--- config.mk ---
export PLATFORM = sky130hd
export DESIGN_NAME = cwc_probe_frontend
export DESIGN_NICKNAME = d
export VERILOG_FILES = /design/src/rtl/cwc_probe_frontend.sv
export SDC_FILE = /design/constraint.sdc
export NUM_CORES = 1
export LEC_CHECK = 0
export CELL_PAD_IN_SITES_DETAIL_PLACEMENT = 1
export CELL_PAD_IN_SITES_GLOBAL_PLACEMENT = 2
export CORE_ASPECT_RATIO = 0.9
export CORE_MARGIN = 2
export CORE_UTILIZATION = 37
export DETAILED_ROUTE_END_ITERATION = 10
export GPL_ROUTABILITY_DRIVEN = 0
export PLACE_DENSITY = 0.77
export SKIP_LAST_GASP = 1
export SLEW_MARGIN = 25
export SYNTH_ARGS = -nofsm -noshare
export SYNTH_HDL_FRONTEND = slang
export SYNTH_SLANG_ARGS = --single-unit
--- constraint.sdc ---
create_clock -name clk -period 2.8 [get_ports clk]
set_input_delay 0.28 -clock clk [delete_from_list [all_inputs] [get_ports clk]]
set_output_delay 0.28 -clock clk [all_outputs]
set_load 0.01 [all_outputs]
--- src/rtl/cwc_probe_frontend.sv ---
// cwc_probe_frontend: video probe front end for an on-chip logic analyser.
//
// Registers the video inputs through a two-stage synchroniser/pipeline and streams
// a selectable pair of bytes to the probe outputs with a fixed 3 clk latency.
// A small arm/capture FSM raises probe3 for exactly CAP_PIXELS DE-qualified pixels,
// starting at pixel 0 of line LINE_SKIP of the first frame after arming. It also counts
// channel A/B byte mismatches over the capture window.
//
// Ports:
//   clk            - single clock
//   rst_n          - asynchronous active-low reset
//   vs_i, de_i     - vertical sync / data enable (active-high)
//   cha_data_i     - channel A pixel byte
//   chb_data_i     - channel B pixel byte
//   arm_i          - level arm request from the debug host
//   sel_i          - probe data select (0: A,B  1: A,A^B  2: line,pixel  3: B,A)
//   probe0         - DE aligned with probe1/probe2
//   probe1, probe2 - probe bytes
//   probe3         - capture-window flag (analyser trigger)
//   state_o        - FSM state encoding
//   mismatch_cnt_o - A/B mismatch count of the current or last capture
module cwc_probe_frontend #(
  parameter int unsigned LINE_SKIP  = 0,
  parameter int unsigned CAP_PIXELS = 1024
) (
  input  logic        clk,
  input  logic        rst_n,
  input  logic        vs_i,
  input  logic        de_i,
  input  logic [7:0]  cha_data_i,
  input  logic [7:0]  chb_data_i,
  input  logic        arm_i,
  input  logic [1:0]  sel_i,
  output logic        probe0,
  output logic [7:0]  probe1,
  output logic [7:0]  probe2,
  output logic        probe3,
  output logic [2:0]  state_o,
  output logic [15:0] mismatch_cnt_o
);

  typedef enum logic [2:0] {
    StIdle      = 3'd0,
    StWaitFrame = 3'd1,
    StSkip      = 3'd2,
    StCapture   = 3'd3,
    StDone      = 3'd4
  } state_e;

  localparam logic [10:0] LineSkipW = 11'(LINE_SKIP);
  localparam logic [11:0] CapPixW   = 12'(CAP_PIXELS);

  // Input pipeline
  logic       r_s1_vs, r_s1_de, r_s1_arm;
  logic [7:0] r_s1_a, r_s1_b;
  logic [1:0] r_s1_sel;
  logic       r_s2_vs, r_s2_de, r_s2_arm;
  logic [7:0] r_s2_a, r_s2_b;
  logic [1:0] r_s2_sel;
  logic       r_s3_vs, r_s3_de;

  // Counters and control
  logic [11:0] r_pix_cnt;
  logic [10:0] r_line_cnt;
  logic        r_line_first;  // next line start is line 0 of the frame
  logic [11:0] r_cap_cnt;
  logic [15:0] r_mm_cnt;
  state_e      r_state;

  // Probe registers
  logic       r_probe0, r_probe3;
  logic [7:0] r_probe1, r_probe2;

  logic        w_frame_start, w_line_start;
  logic [11:0] w_pix_cur;
  logic [10:0] w_line_cur;
  logic        w_line_first_d;
  logic        w_start_cap, w_flag, w_neq;
  logic [11:0] w_cap_next;
  state_e      w_state_d;
  logic [7:0]  w_p1, w_p2;

  always_ff @(posedge clk or negedge rst_n) begin
    if (!rst_n) begin
      r_s1_vs  <= 1'b0;
      r_s1_de  <= 1'b0;
      r_s1_arm <= 1'b0;
      r_s1_a   <= 8'd0;
      r_s1_b   <= 8'd0;
      r_s1_sel <= 2'd0;
      r_s2_vs  <= 1'b0;
      r_s2_de  <= 1'b0;
      r_s2_arm <= 1'b0;
      r_s2_a   <= 8'd0;
      r_s2_b   <= 8'd0;
      r_s2_sel <= 2'd0;
      r_s3_vs  <= 1'b0;
      r_s3_de  <= 1'b0;
    end else begin
      r_s1_vs  <= vs_i;
      r_s1_de  <= de_i;
      r_s1_arm <= arm_i;
      r_s1_a   <= cha_data_i;
      r_s1_b   <= chb_data_i;
      r_s1_sel <= sel_i;
      r_s2_vs  <= r_s1_vs;
      r_s2_de  <= r_s1_de;
      r_s2_arm <= r_s1_arm;
      r_s2_a   <= r_s1_a;
      r_s2_b   <= r_s1_b;
      r_s2_sel <= r_s1_sel;
      r_s3_vs  <= r_s2_vs;
      r_s3_de  <= r_s2_de;
    end
  end

  assign w_frame_start = r_s2_vs & ~r_s3_vs;
  assign w_line_start  = r_s2_de & ~r_s3_de;
  assign w_neq         = (r_s2_a != r_s2_b);

  // Counter values that belong to the pixel currently at s2, so the probes and the
  // capture decision see the index of this very pixel rather than the previous one.
  always_comb begin
    w_pix_cur = r_pix_cnt;
    if (w_line_start) begin
      w_pix_cur = 12'd0;
    end else if (r_s2_de && (r_pix_cnt != 12'hFFF)) begin
      w_pix_cur = r_pix_cnt + 12'd1;
    end

    w_line_cur = r_line_cnt;
    if (w_frame_start || (w_line_start && r_line_first)) begin
      w_line_cur = 11'd0;
    end else if (w_line_start && (r_line_cnt != 11'h7FF)) begin
      w_line_cur = r_line_cnt + 11'd1;
    end

    w_line_first_d = r_line_first;
    if (w_frame_start) begin
      w_line_first_d = ~w_line_start;
    end else if (w_line_start) begin
      w_line_first_d = 1'b0;
    end
  end

  // FSM next state and capture flag
  always_comb begin
    // A frame start coinciding with line start of line LINE_SKIP is captured straight
    // from WAIT_FRAME so pixel 0 is never lost.
    w_start_cap = w_line_start && (w_line_cur == LineSkipW) &&
                  ((r_state == StSkip) || ((r_state == StWaitFrame) && w_frame_start));
    w_flag      = w_start_cap || ((r_state == StCapture) && r_s2_de);
    w_cap_next  = w_start_cap ? 12'd1 : (r_cap_cnt + 12'd1);

    w_state_d = r_state;
    case (r_state)
      StIdle:      if (r_s2_arm) w_state_d = StWaitFrame;
      StWaitFrame: if (w_frame_start) w_state_d = StSkip;
      default:     ;
    endcase
    if (w_start_cap) w_state_d = StCapture;
    if (w_flag && (w_cap_next == CapPixW)) w_state_d = StDone;
    if (!r_s2_arm) w_state_d = StIdle;
  end

  always_comb begin
    w_p1 = r_s2_a;
    w_p2 = r_s2_b;
    case (r_s2_sel)
      2'd1: begin
        w_p1 = r_s2_a;
        w_p2 = r_s2_a ^ r_s2_b;
      end
      2'd2: begin
        w_p1 = w_line_cur[7:0];
        w_p2 = w_pix_cur[7:0];
      end
      2'd3: begin
        w_p1 = r_s2_b;
        w_p2 = r_s2_a;
      end
      default: ;
    endcase
  end

  always_ff @(posedge clk or negedge rst_n) begin
    if (!rst_n) begin
      r_pix_cnt    <= 12'd0;
      r_line_cnt   <= 11'd0;
      r_line_first <= 1'b0;
      r_cap_cnt    <= 12'd0;
      r_mm_cnt     <= 16'd0;
      r_state      <= StIdle;
      r_probe0     <= 1'b0;
      r_probe1     <= 8'd0;
      r_probe2     <= 8'd0;
      r_probe3     <= 1'b0;
    end else begin
      r_pix_cnt    <= w_pix_cur;
      r_line_cnt   <= w_line_cur;
      r_line_first <= w_line_first_d;
      r_state      <= w_state_d;
      if (w_flag) r_cap_cnt <= w_cap_next;
      if (w_start_cap) begin
        r_mm_cnt <= {15'd0, w_neq};
      end else if (w_flag && w_neq && (r_mm_cnt != 16'hFFFF)) begin
        r_mm_cnt <= r_mm_cnt + 16'd1;
      end
      r_probe0 <= r_s2_de;
      r_probe1 <= w_p1;
      r_probe2 <= w_p2;
      r_probe3 <= w_flag;
    end
  end

  assign probe0         = r_probe0;
  assign probe1         = r_probe1;
  assign probe2         = r_probe2;
  assign probe3         = r_probe3;
  assign state_o        = r_state;
  assign mismatch_cnt_o = r_mm_cnt;

endmodule

Fig. 1: run 1, congestion heat map
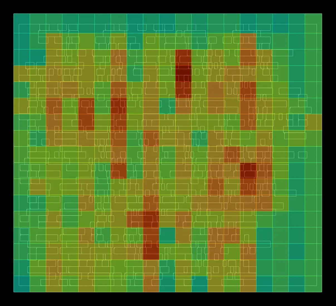
post-detailed-route wirelength per cell: 17.2 um
met2 capacity usage during global routing: 0.283
end-of-flow core utilization: 0.480
met1 track demand over resource in global routing: 0.241
met3 Track Usage GR: 0.0502

Fig. 2: run 1, the metal 1 layer
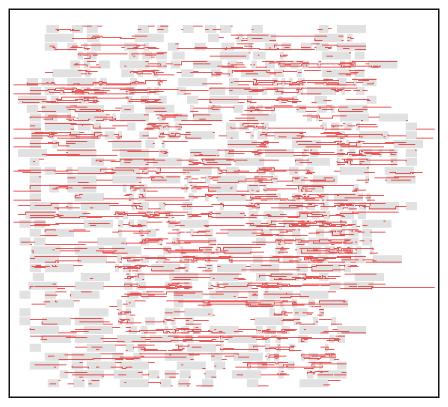
longest straight run: 54.3 um
share of all routed wire: 47%
nets with wire on the layer: 534

Fig. 3: run 1, M2 wires
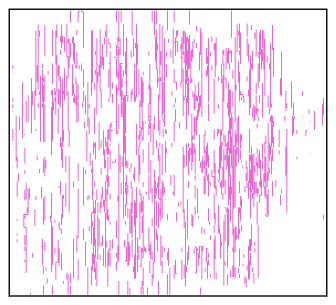
main direction: vertical
nets with wire on the layer: 521

## run 1: cells by family after synthesis
family / after synthesis / share of synthesized area
mux: 10 / 0.0190
buf+inv: 23 / 0.0264
fa+ha+maj: 4 / 0.00925
compound gates: 76 / 0.0997
simple gates: 199 / 0.223
flops: 116 / 0.537
xor+xnor: 53 / 0.0858
## run 1: critical path, cell delays in order, from the launching register on
cell and delay (ns):
sky130_fd_sc_hd__dfrtp_1 0.39, sky130_fd_sc_hd__ha_1 0.25, sky130_fd_sc_hd__nand3_4 0.15, sky130_fd_sc_hd__nor4_1 0.42, sky130_fd_sc_hd__o311ai_0 0.21, sky130_fd_sc_hd__nor4_2 0.33, sky130_fd_sc_hd__and4b_2 0.33, sky130_fd_sc_hd__buf_12 0.27
sky130_fd_sc_hd__nor2_1 0.09
## run 1: where the power goes
part | switching [mW] | internal, mW | total [mW]
clock | 0.825 | 1.19 | 2.01
sequential | 0.119 | 1.79 | 1.91
combinational | 0.262 | 0.254 | 0.516
total | 1.21 | 3.24 | 4.44
## run 1: sequential cells by signal (all words and copies together) (netlist names), 2 cells and up
register	cells
r_s2_b	8
r_s2_a	8
r_s1_sel	2
r_cap_cnt	12
r_line_cnt	11
mismatch_cnt_o	16
state_o	3
probe1	8
r_s1_a	8
probe2	8
r_s1_b	8
r_pix_cnt	12
r_s2_sel	2
## run 1: repair_timing
action,CTS,global route
hold buffers,1,0
endpoints found under the setup margin,0,2
hold endpoints to repair,27,0
setup buffers,0,0
resized,0,1
## run 1: stage by stage
step	power, mW	cell area [um^2]
floorplan	2.20	5410
global placement	2.43	6230
detailed placement	2.46	6230
CTS	4.52	6790
global route	4.66	6800
finish	4.44	6800
==> reports/writeup.txt, run 1 <==
The flow ran to the end, and the final reports show no timing, DRC or antenna violations. Once detailed placement completed, the half-perimeter wirelength came to 9010 um. The total met3 wirelength after detailed routing is 490 um. After global routing, the most crowded layer is met2. For the fraction of the yosys area taken by sequential cells, the log shows 0.537. Measured along the y axis, the die boundary spans 119 um. The register clock-pin slew on the reported worst setup and hold paths is 0.06 ns, and the first-pass GRT wire length is 22000 um.

The worst setup path is launched from a flop. Clock period minus final worst setup slack: 2.60 ns. Averaged over all synthesized cells, the footprint is 11.2 um^2. The post-layout instance count excluding filler cells is 759. The tools report the overall global routing resource usage as 0.180. The routed design shows a via density per instance of 5.18. The largest contributor to cell area by class was registers. For the setup-violating endpoint count in the final report, the log shows 0. The commonest cells after synthesis are sky130_fd_sc_hd__dfrtp_1 (116), sky130_fd_sc_hd__nor2_1 (39), sky130_fd_sc_hd__nand2_1 (35), sky130_fd_sc_hd__xnor2_1 (32), sky130_fd_sc_hd__nor3_1 (22). In the routed design, unresolved DRC markers number 0. The most used logic cell in the final layout is sky130_fd_sc_hd__dfrtp_1. The run gives 0 as the initial antenna violation count. Critical path endpoint category: a flop. With the total number of H-tree levels at 4, the core outline area is 0.0142 mm^2.

For reference, the final report shows the hold violation count at 0. The final layout report lists a non-clock inverter count of 5. For reference, the critical path is captured by mismatch_cnt_o[4]. The cell depth of the worst min-delay path was 1; the total of clock buffers placed in the layout was 19.

The slew at the pin with the worst max-slew slack is 0.766 ns, and the logic gate fraction of the total cell area is 0.349. The uppermost signal routing layer after detailed routing was met4. The synthesized design contains 0 enable-type register cells.

The setup slack of the critical path after layout was 0.196 ns; the sum of met2 wire segment lengths after detailed routing was 6320 um. With the CTS buffer count at 17, the largest fanout on the critical path is 25. The number of placement rows was 41. The run gives 0.0124 ns for the worst setup skew after layout. In this run the cell area of the synthesized design comes to 0.00541 mm^2.

Most numerous cell in the Yosys netlist: sky130_fd_sc_hd__dfrtp_1. Final critical-path share of the clock period: 0.930. The critical path is of the reg -> reg type.

The synth_stat.txt file lists the number of cells as 481. The initial core utilization was 0.382. The count of buffers added on input and output ports is 59. For the total nets after synthesis, the log shows 508. The final routed wirelength across all metal layers was 13100 um; the clock insertion delay at the later pin of the skew report was 0.42 ns. TritonCTS built the clock tree. The tools report the startpoint of the most critical register-to-register path as r_line_cnt[0]. The run gives 0.20 ns as the setup slack on the worst flop-to-flop path. The full die area is 0.0156 mm^2. The post-synth area from yosys stat is 0.00541 mm^2. The non-clock buffering overhead in the final layout was 0.105. For reference, the critical path is launched at r_line_cnt[0]. The run gives 158 as the number of violations reported at the end of detailed-routing iteration 0. By area the synthesized netlist is led by sky130_fd_sc_hd__dfrtp_1 (54%), sky130_fd_sc_hd__xnor2_1 (5.2%), sky130_fd_sc_hd__nor2_4 (4.2%).

The tool flagged a number of max-cap violations equal to 0. Yosys reported a register bit count of 116. The sequential share of cell area was 0.427; the leakage power figure was 2.78 nW. The Yosys step of the flow raised 0 warnings.

STA shows the worst min-delay path finishing at r_s1_b[7]. The largest net degree at the start of global routing was 90; the routed via count was 3931.
## Run 2: what changed since run 1
Settings changed: CAP_MARGIN from default to 10.
Fig. 4: run 2, M2 wires
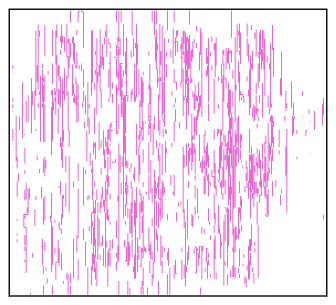
share of all routed wire: 48%
nets with wire on the layer: 521

==> reports/writeup.txt, run 2 <==
The run finished with clean final reports. Most numerous cell in the Yosys netlist: sky130_fd_sc_hd__dfrtp_1. Multiplexer share of the synthesized area: 0.0190. Global routing put the most usage on met2. The analysis attributes to cell leakage a power of 2.78 nW. The floorplan step defined a die boundary enclosing 0.0156 mm^2. The tools report the initial antenna violation count as 0.

Routed via count divided by cell count: 5.18. The CTS report gives the tree buffer count as 17. The overall global routing resource usage is 0.180.

The max-cap check violation count is 0, and the cell-internal power is 3.24 mW. The post-synthesis share of cell area spent on and, or, nand and nor gates was 0.223; the total nets after synthesis was 508. The finished cells cover 0.00680 mm^2.

For the first-pass GRT wire length, the log shows 22000 um. The number of post-CTS setup repair buffers was 0. In this run the core area contains 41 standard-cell rows. The number of flip-flops under the largest register name came out at 16. The compound-cell area share of the yosys netlist is 0.0997. TritonCTS built the clock tree.

The run gives 0.00623 mm^2 as the placed standard-cell area. With the share of power burned in registers at 0.430, the net switching fraction of the power is 0.272. The H-tree was split into 4 levels. The largest fanout on the critical path was 25.

The wire-length estimate of the detail-placed layout is 9010 um. The clock insertion delay at the later pin of the skew report came out at 0.42 ns. The adder and majority cell fraction of the synthesized area works out to 0.00925. The path type of the worst setup path is reg -> reg.

Counting instances in the post-synthesis netlist gives the leading cell types as sky130_fd_sc_hd__dfrtp_1 (116), sky130_fd_sc_hd__nor2_1 (39), sky130_fd_sc_hd__nand2_1 (35), sky130_fd_sc_hd__xnor2_1 (32), sky130_fd_sc_hd__nor3_1 (22). The number of hold-slack violations in the final timing report came out at 0. The most common logic cell in the final layout is sky130_fd_sc_hd__dfrtp_1. Input and output buffers added on the ports amount to 59.

The area recorded from the Yosys report for this design is 0.00541 mm^2. For this run, design rule violations remaining after detail routing come to 0. The met1 global-route usage was 0.241. The synthesis-stage register bit count was 116; the slew at the pin with the worst max-slew slack was 0.766 ns. The sum of met2 wire segment lengths after detailed routing was 6320 um. The power share of the clock group is 0.454.

Worst setup skew after layout: 0.0124 ns. Yosys mapped a number of flops with a built-in enable equal to 0. The run gives 0.116 for the combinational cell fraction of total power. The run gives 0.0142 mm^2 as the core outline area. Summing every instance area after synthesis gives 0.00541 mm^2. Per the detailed-route log, wirelength across all metal layers totals 13100 um. Power comes to 4.44 mW.

Leaving out filler cells and counting taps, the final layout contains 759. The largest non-sequential cell family by area is simple AND/OR/NAND/NOR gates. The number of violations reported at the end of detailed-routing iteration 0 is 158, and the yosys cell count is 481. With the height of the die at 119 um, the final critical-path share of the clock period is 0.930.

Signal routing reaches up to met4. The logs give 0.0502 for the met3 track demand over resource and 0.382 for the initial core utilization. Summed over all nets, wire length on met3 after detailed routing comes to 490 um.
run 2: cell counts in the layout (fill, tap and decap cells not counted):
No cell type changed its count.
run 2: critical path, stage by stage, from the launching register on:
cell and delay, ns:
sky130_fd_sc_hd__dfrtp_1 0.39, sky130_fd_sc_hd__ha_1 0.25, sky130_fd_sc_hd__nand3_4 0.15, sky130_fd_sc_hd__nor4_1 0.42, sky130_fd_sc_hd__o311ai_0 0.21, sky130_fd_sc_hd__nor4_2 0.33
sky130_fd_sc_hd__and4b_2 0.33, sky130_fd_sc_hd__buf_12 0.27, sky130_fd_sc_hd__nor2_1 0.09
run 2: power by group through the flow:
stage | logic (mW) | clock network [mW] | registers (mW)
2_1_floorplan | 0.277 | 0 | 1.92
3_3_place_gp | 0.504 | 0 | 1.93
3_5_place_dp | 0.521 | 0 | 1.94
4_1_cts | 0.526 | 2.07 | 1.92
5_1_grt | 0.582 | 2.15 | 1.93
6_report | 0.516 | 2.01 | 1.91
run 2: what timing repair did:
action	CTS	global route
resized	0	1
endpoints found under the setup margin	0	2
hold buffers	1	0
hold endpoints to repair	27	0
run 2: final timing paths:
check	slack, ns	from	end	depth (start not counted)
max	0.20	r_line_cnt[0]	mismatch_cnt_o[4]	8
min	0.30	chb_data_i[7]	r_s1_b[7]	1
min in group asynchronous	0.32	rst_n	r_s2_b[4]	2
max in group asynchronous	1.69	rst_n	r_s2_vs	3
min reg2reg	0.35	r_s1_arm	r_s2_arm	0
max reg2reg	0.20	r_line_cnt[0]	mismatch_cnt_o[4]	8
run 2: final cells by class:
class | instances | share of cell area
repair buffers | 72 | 0.105
flip-flops and latches | 116 | 0.427
clock inverters | 12 | 0.0142
well taps | 193 | 0.0355
inverters | 5 | 0.00276
multi-input cells | 342 | 0.349
clock buffers | 19 | 0.0666
Power and IR drop assume default switching activity.
